## src/rtl/hub75_output_stage_if.sv

```systemverilog
// Signal bundle between the scan stage and the HUB75 output stage.
// The master drives the scan-side inputs; the slave (output stage) drives the panel pins.
interface hub75_output_stage_if;
    logic       guard_enable;
    logic       clk_pixel_in;
    logic       row_latch_in;
    logic       output_enable_in;
    logic [3:0] row_address_in;
    logic [2:0] rgb1_in;
    logic [2:0] rgb2_in;
    logic       clk_pixel_out;
    logic       row_latch_out;
    logic       oe_n_out;
    logic [3:0] row_address_out;
    logic [2:0] rgb1_out;
    logic [2:0] rgb2_out;
    logic       blanking;
    logic [7:0] row_change_count;

    modport master (
        output guard_enable, clk_pixel_in, row_latch_in, output_enable_in,
               row_address_in, rgb1_in, rgb2_in,
        input  clk_pixel_out, row_latch_out, oe_n_out, row_address_out,
               rgb1_out, rgb2_out, blanking, row_change_count
    );

    modport slave (
        input  guard_enable, clk_pixel_in, row_latch_in, output_enable_in,
               row_address_in, rgb1_in, rgb2_in,
        output clk_pixel_out, row_latch_out, oe_n_out, row_address_out,
               rgb1_out, rgb2_out, blanking, row_change_count
    );
endinterface

```

## src/rtl/hub75_output_stage.sv

```systemverilog
// HUB75 panel output register stage with ghost blanking: the panel is held dark for
// PRE_TICKS cycles before and POST_TICKS cycles after every row-address change.
module hub75_output_stage #(
    parameter int                   CNT_WIDTH  = 4,
    parameter logic [CNT_WIDTH-1:0] PRE_TICKS  = 4'd2,
    parameter logic [CNT_WIDTH-1:0] POST_TICKS = 4'd3
) (
    input  logic                 clk_in,
    input  logic                 reset,
    hub75_output_stage_if.slave  bus
);
    typedef enum logic [1:0] {
        ST_PASS = 2'd0,
        ST_PRE  = 2'd1,
        ST_POST = 2'd2
    } state_e;

    localparam logic [CNT_WIDTH-1:0] CNT_ONE   = {{(CNT_WIDTH-1){1'b0}}, 1'b1};
    localparam logic [CNT_WIDTH-1:0] PRE_LOAD  = PRE_TICKS - CNT_ONE;
    localparam logic [CNT_WIDTH-1:0] POST_LOAD = POST_TICKS - CNT_ONE;

    state_e               state_q, state_d;
    logic [CNT_WIDTH-1:0] cnt_q, cnt_d;
    logic [3:0]           target_row_q, target_row_d;
    logic [3:0]           pending_row_q, pending_row_d;
    logic [3:0]           row_address_q, row_address_d;
    logic [7:0]           row_change_count_q, row_change_count_d;
    logic                 oe_n_q, oe_n_d;
    logic                 blanking_q, blanking_d;
    logic                 clk_pixel_q, row_latch_q;
    logic [2:0]           rgb1_q, rgb2_q;
    logic                 row_change_s;

    // Blanking sequencer: a new row always restarts PRE, even on a terminal count.
    always_comb begin
        state_d            = state_q;
        cnt_d              = cnt_q;
        target_row_d       = target_row_q;
        pending_row_d      = pending_row_q;
        row_address_d      = row_address_q;
        row_change_count_d = row_change_count_q;
        row_change_s       = bus.guard_enable && (bus.row_address_in != target_row_q);

        if (!bus.guard_enable) begin
            state_d       = ST_PASS;
            cnt_d         = '0;
            row_address_d = bus.row_address_in;
            target_row_d  = bus.row_address_in;
        end else if (row_change_s) begin
            state_d            = ST_PRE;
            cnt_d              = PRE_LOAD;
            pending_row_d      = bus.row_address_in;
            target_row_d       = bus.row_address_in;
            row_change_count_d = row_change_count_q + 8'd1;
        end else begin
            case (state_q)
                ST_PASS: state_d = ST_PASS;
                ST_PRE: begin
                    if (cnt_q == '0) begin
                        state_d       = ST_POST;
                        row_address_d = pending_row_q;
                        cnt_d         = POST_LOAD;
                    end else begin
                        cnt_d = cnt_q - CNT_ONE;
                    end
                end
                ST_POST: begin
                    if (cnt_q == '0) begin
                        state_d = ST_PASS;
                    end else begin
                        cnt_d = cnt_q - CNT_ONE;
                    end
                end
                default: state_d = ST_PASS;
            endcase
        end

        // Latch pulses darken the panel only while the guard is active.
        if (state_d != ST_PASS) begin
            oe_n_d = 1'b1;
        end else if (bus.guard_enable) begin
            oe_n_d = ~bus.output_enable_in | bus.row_latch_in;
        end else begin
            oe_n_d = ~bus.output_enable_in;
        end
        blanking_d = (state_d != ST_PASS);
    end

    // State and output registers; reset leaves the panel dark.
    always_ff @(posedge clk_in) begin
        if (reset) begin
            state_q            <= ST_PASS;
            cnt_q              <= '0;
            target_row_q       <= 4'd0;
            pending_row_q      <= 4'd0;
            row_address_q      <= 4'd0;
            row_change_count_q <= 8'd0;
            oe_n_q             <= 1'b1;
            blanking_q         <= 1'b0;
            clk_pixel_q        <= 1'b0;
            row_latch_q        <= 1'b0;
            rgb1_q             <= 3'd0;
            rgb2_q             <= 3'd0;
        end else begin
            state_q            <= state_d;
            cnt_q              <= cnt_d;
            target_row_q       <= target_row_d;
            pending_row_q      <= pending_row_d;
            row_address_q      <= row_address_d;
            row_change_count_q <= row_change_count_d;
            oe_n_q             <= oe_n_d;
            blanking_q         <= blanking_d;
            clk_pixel_q        <= bus.clk_pixel_in;
            row_latch_q        <= bus.row_latch_in;
            rgb1_q             <= bus.rgb1_in;
            rgb2_q             <= bus.rgb2_in;
        end
    end

    assign bus.clk_pixel_out    = clk_pixel_q;
    assign bus.row_latch_out    = row_latch_q;
    assign bus.oe_n_out         = oe_n_q;
    assign bus.row_address_out  = row_address_q;
    assign bus.rgb1_out         = rgb1_q;
    assign bus.rgb2_out         = rgb2_q;
    assign bus.blanking         = blanking_q;
    assign bus.row_change_count = row_change_count_q;
endmodule

```

## src/flat_wrapper.sv

```systemverilog
// flat-port wrapper written by rule: the top's interface ports become plain ports
module hub75_output_stage_flat 
#(
    parameter int                   CNT_WIDTH  = 4,
    parameter logic [CNT_WIDTH-1:0] PRE_TICKS  = 4'd2,
    parameter logic [CNT_WIDTH-1:0] POST_TICKS = 4'd3
)
  (clk_in, reset, bus_guard_enable, bus_clk_pixel_in, bus_row_latch_in, bus_output_enable_in, bus_row_address_in, bus_rgb1_in, bus_rgb2_in, bus_clk_pixel_out, bus_row_latch_out, bus_oe_n_out, bus_row_address_out, bus_rgb1_out, bus_rgb2_out, bus_blanking, bus_row_change_count);
  hub75_output_stage_if bus_i ();
  input  logic clk_in;
  input  logic reset;
  input wire logic [$bits(bus_i.guard_enable)-1:0] bus_guard_enable;
  input wire logic [$bits(bus_i.clk_pixel_in)-1:0] bus_clk_pixel_in;
  input wire logic [$bits(bus_i.row_latch_in)-1:0] bus_row_latch_in;
  input wire logic [$bits(bus_i.output_enable_in)-1:0] bus_output_enable_in;
  input wire logic [$bits(bus_i.row_address_in)-1:0] bus_row_address_in;
  input wire logic [$bits(bus_i.rgb1_in)-1:0] bus_rgb1_in;
  input wire logic [$bits(bus_i.rgb2_in)-1:0] bus_rgb2_in;
  output wire logic [$bits(bus_i.clk_pixel_out)-1:0] bus_clk_pixel_out;
  output wire logic [$bits(bus_i.row_latch_out)-1:0] bus_row_latch_out;
  output wire logic [$bits(bus_i.oe_n_out)-1:0] bus_oe_n_out;
  output wire logic [$bits(bus_i.row_address_out)-1:0] bus_row_address_out;
  output wire logic [$bits(bus_i.rgb1_out)-1:0] bus_rgb1_out;
  output wire logic [$bits(bus_i.rgb2_out)-1:0] bus_rgb2_out;
  output wire logic [$bits(bus_i.blanking)-1:0] bus_blanking;
  output wire logic [$bits(bus_i.row_change_count)-1:0] bus_row_change_count;
  assign bus_i.guard_enable = bus_guard_enable;
  assign bus_i.clk_pixel_in = bus_clk_pixel_in;
  assign bus_i.row_latch_in = bus_row_latch_in;
  assign bus_i.output_enable_in = bus_output_enable_in;
  assign bus_i.row_address_in = bus_row_address_in;
  assign bus_i.rgb1_in = bus_rgb1_in;
  assign bus_i.rgb2_in = bus_rgb2_in;
  assign bus_clk_pixel_out = bus_i.clk_pixel_out;
  assign bus_row_latch_out = bus_i.row_latch_out;
  assign bus_oe_n_out = bus_i.oe_n_out;
  assign bus_row_address_out = bus_i.row_address_out;
  assign bus_rgb1_out = bus_i.rgb1_out;
  assign bus_rgb2_out = bus_i.rgb2_out;
  assign bus_blanking = bus_i.blanking;
  assign bus_row_change_count = bus_i.row_change_count;
  hub75_output_stage #(.CNT_WIDTH(CNT_WIDTH), .PRE_TICKS(PRE_TICKS), .POST_TICKS(POST_TICKS)) u_core (.clk_in(clk_in), .reset(reset), .bus(bus_i));
endmodule
```

## config.mk

```make
export PLATFORM = sky130hd
export DESIGN_NAME = hub75_output_stage_flat
export DESIGN_NICKNAME = d
export VERILOG_FILES = /design/src/rtl/hub75_output_stage_if.sv /design/src/rtl/hub75_output_stage.sv /design/src/flat_wrapper.sv
export SDC_FILE = /design/constraint.sdc
export NUM_CORES = 1
export LEC_CHECK = 0
export CAP_MARGIN = 10
export CORE_ASPECT_RATIO = 0.8
export CORE_MARGIN = 1.5
export CORE_UTILIZATION = 35
export CTS_CLUSTER_SIZE = 12
export DETAILED_ROUTE_END_ITERATION = 7
export PLACE_DENSITY = 0.63
export RECOVER_POWER = 50
export SYNTH_ARGS = -nofsm -noshare
export SYNTH_HDL_FRONTEND = slang
export SYNTH_SLANG_ARGS = --single-unit
```

## constraint.sdc

```tcl
create_clock -name clk_in -period 2.8 [get_ports clk_in]
set_input_delay 0.56 -clock clk_in [delete_from_list [all_inputs] [get_ports clk_in]]
set_output_delay 0.56 -clock clk_in [all_outputs]
set_load 0.02 [all_outputs]
```

Fig. 1: cell sizes after repair
Scale: 6 px per µm.
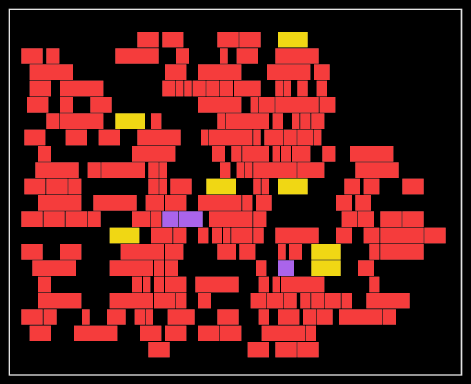
legend:
  yellow:
    size: drive 6 and up
    cells: 7
    most_used: clkbuf_8
  purple:
    size: drive 3 to 4
    cells: 3
    most_used: buf_4
  red:
    size: drive 1 or less
    cells: 187
    most_used: dfxtp_1
count of non-CTS buffers in the layout: 40
Setup WS post-layout: 0.596 ns
Final Cell Area: 0.00199 mm²
Layout area overhead: 36.3%

Fig. 2: cell outlines without signal wires
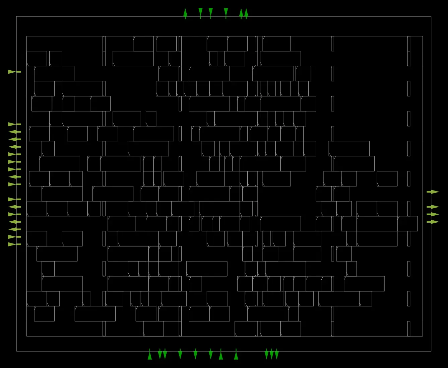
Core Area: 0.00390 mm²
sequential cell area share: 0.363
TAP cells: 55
row cnt: 20

==> metrics.csv <==
stage;metric;value;unit
final_layout;final_nets;217;
final_layout;layout_top_cell;dfxtp_1;
final_layout;nonClkBufAreaFrac;0.196;
final_layout;logic_area;688;µm²
yosys;ys_ff;36;
yosys;yosysCellCount;156;
power_and_ir_drop;pwr-share-clk;0.360;
clocking;cts_hold_buf;0;
critical_path;r2r_slack;0.94;ns
critical_path;critPathSlowestCell;clkbuf_1;
power_and_ir_drop;power_leader;registers;
critical_path;regToRegEndpoint;u_core.bus.row_address_out[0];
final_timing;final-hold-violation-count;0;
yosys;mux_share;0.0275;
clocking;clk_path_buf_depth;2;
floorplanning;io_pins;38;
critical_path;crit_arrival;2.42;ns
global_route;antenna_found_initial;0;
final_timing;holdWs;0.462;ns
critical_path;reg2reg_from;u_core.cnt_q[0];
critical_path;path_buffers;2;
run_status;status;finished clean;
power_and_ir_drop;comb_power;150;µW
power_and_ir_drop;vdd_drop_max;0.000257;V
final_layout;n_clock_buffer;7;
critical_path;rr_worst_depth;6;
yosys;synthAdderAreaFrac;0.0344;
drt;route.detailed.drc;0;
final_layout;antenna_cells;0;
final_layout;nFlopsAndLatches;36;
final_layout;comb_cells;108;
clocking;post_cts.repair.setup_buffers;0;
critical_path;crit_chain;dlygate4sd3_1, clkbuf_1, nand2b_1, nor2_1, a31oi_1;
power_and_ir_drop;power.total;1.09;mW
yosys;synthFlopType;dfxtp_1;
yosys;synth_top_area_share;0.495;
yosys;synth-warning-count;0;
yosys;postSynthSeqShare;0.495;
yosys;most_common_cell;dfxtp_1;
final_layout;stdcell_count;252;
final_layout;comb_share;0.347;
yosys;synth_cells;156;
yosys;yosysTopAreaCell;dfxtp_1;
clocking;insertion_delay;0.28;ns
power_and_ir_drop;p_per_area;549;mW/mm²
clocking;ctsResizeCount;0;
final_timing;rsz0062_at_grt;no;
drt;vias;1273;
placement;dp_slack;0.519;ns
placement;hpwl;2380;µm
clocking;cts_tree;built;
floorplanning;initial_core_util;0.373;
global_route;grt_pass1_vias;1174;
final_timing;final_max_slew_viol_count;0;
yosys;synthTopCellsByCount;dfxtp_1, a21oi_1, nor2b_1;
power_and_ir_drop;p_leak;0.740;nW
power_and_ir_drop;seq-power;547;µW
floorplanning;die-area;0.00456;mm²
yosys;synth.distinct_cells;32;
yosys;async_reset_ff_frac;0;
yosys;syn_avg_cell_area;9.34;µm²
placement;gp_congestion;0.799;
min_path;hp-start;u_core.pending_row_q[2];
final_timing;worstMarginPinSlew;1.23;ns
drt;drtPass1Iterations;4;
min_path;min_path_type;reg -> reg;
clocking;numCtsBuffers;5;
global_route;gr-usage-met2;0.250;
final_layout;inv_count;6;
final_timing;period_minus_slack;2.20;ns
final_layout;clk_share;0.0485;
critical_path;crit_family;buffers and inverters;
min_path;hold_end;u_core.pending_row_q[2];
drt;drt-initial-drc-count;119;
floorplanning;die_y;60.7;µm
critical_path;startpoint;reset;
power_and_ir_drop;p_switching;264;µW
global_route;grt_use_met3;0.0532;
final_timing;skew;0.00489;ns
clocking;clockRootBuffer;clkbuf_8;
drt;wl_met2;1440;µm
run;drv_cap;0;
global_route;track_usage;0.160;
drt;routed.top_layer;met4;
clocking;clk_pin_slew;0.07;ns
yosys;synth-edff-count;0;
final_timing;fmax;0.454;GHz
yosys;ys_sh_simple;0.217;
power_and_ir_drop;powerClk;393;µW
critical_path;cp.depth;5;
critical_path;cp-start-kind;input port;
global_route;grt-ovfl-total;0;
placement;dp.cells;245;
power_and_ir_drop;swShare;0.242;
min_path;holdPathStages;2;
final_timing;period_used_share;0.787;
yosys;logic_family;simple AND/OR/NAND/NOR gates;
yosys;ys_sh_xor;0.0301;
critical_path;path_class;in -> reg;
drt;wire_per_inst;12.7;µm
final_layout;regArea;721;µm²
global_route;grt_pass1_wl;5310;µm
critical_path;crit_path_end;u_core.bus.oe_n_out;
drt;met3_length;207;µm
yosys;ys_chip_area;0.00146;mm²
final_layout;drive_gt1_frac;0.0508;
clocking;clkSinkCount;36;
final_layout;fin_util;0.509;
critical_path;slowest_delay;0.90;ns
yosys;floorplan.nets;176;
drt;met1_length;1510;µm
global_route;grt_max_degree;30;
drt;vias_per_cell;5.05;
yosys;synthTopCellsByArea;dfxtp_1, nor2b_1, a21oi_1;
final_timing;fin_setup_tns;0;ns
placement;placedInstanceArea;0.00189;mm²
global_route;grt_busiest_layer;met2;
floorplanning;die_w;75.1;µm
yosys;syn_area;0.00146;mm²
power_and_ir_drop;combinationalPowerShare;0.138;
final_layout;largest_class;registers;
run;warnings;27;
power_and_ir_drop;p_int;827;µW
critical_path;worstPathMaxFanout;29;
final_layout;largest_reg_flops;8;
placement;port_buffers;37;
final_timing;slew-limit-headroom;0.180;
global_route;use_met1;0.207;
clocking;h-tree-depth;2;
drt;drt_wl_total;3200;µm
critical_path;cp.required;3.01;ns
final_timing;finalSetupViolations;0;
yosys;aoi_share;0.163;
final_layout;fill_cells;384;
final_layout;mostFrequentLayoutCells;dfxtp_1, clkdlybuf4s50_1, a21oi_1, dlygate4sd3_1, nor2b_1;
critical_path;cp-end-kind;flop;
drt;ant_nets;0;
power_and_ir_drop;power_frac_seq;0.502;
Fig. 3: nets reached from selected ports
Scale: 4 px per µm.
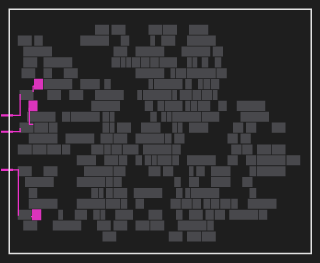
legend:
  magenta:
    port: `bus_rgb2_in`
    bits: 3
    direction: input
    end_cells: 3
    wire: 30.5 µm

Power is estimated from default activity; no workload was simulated.
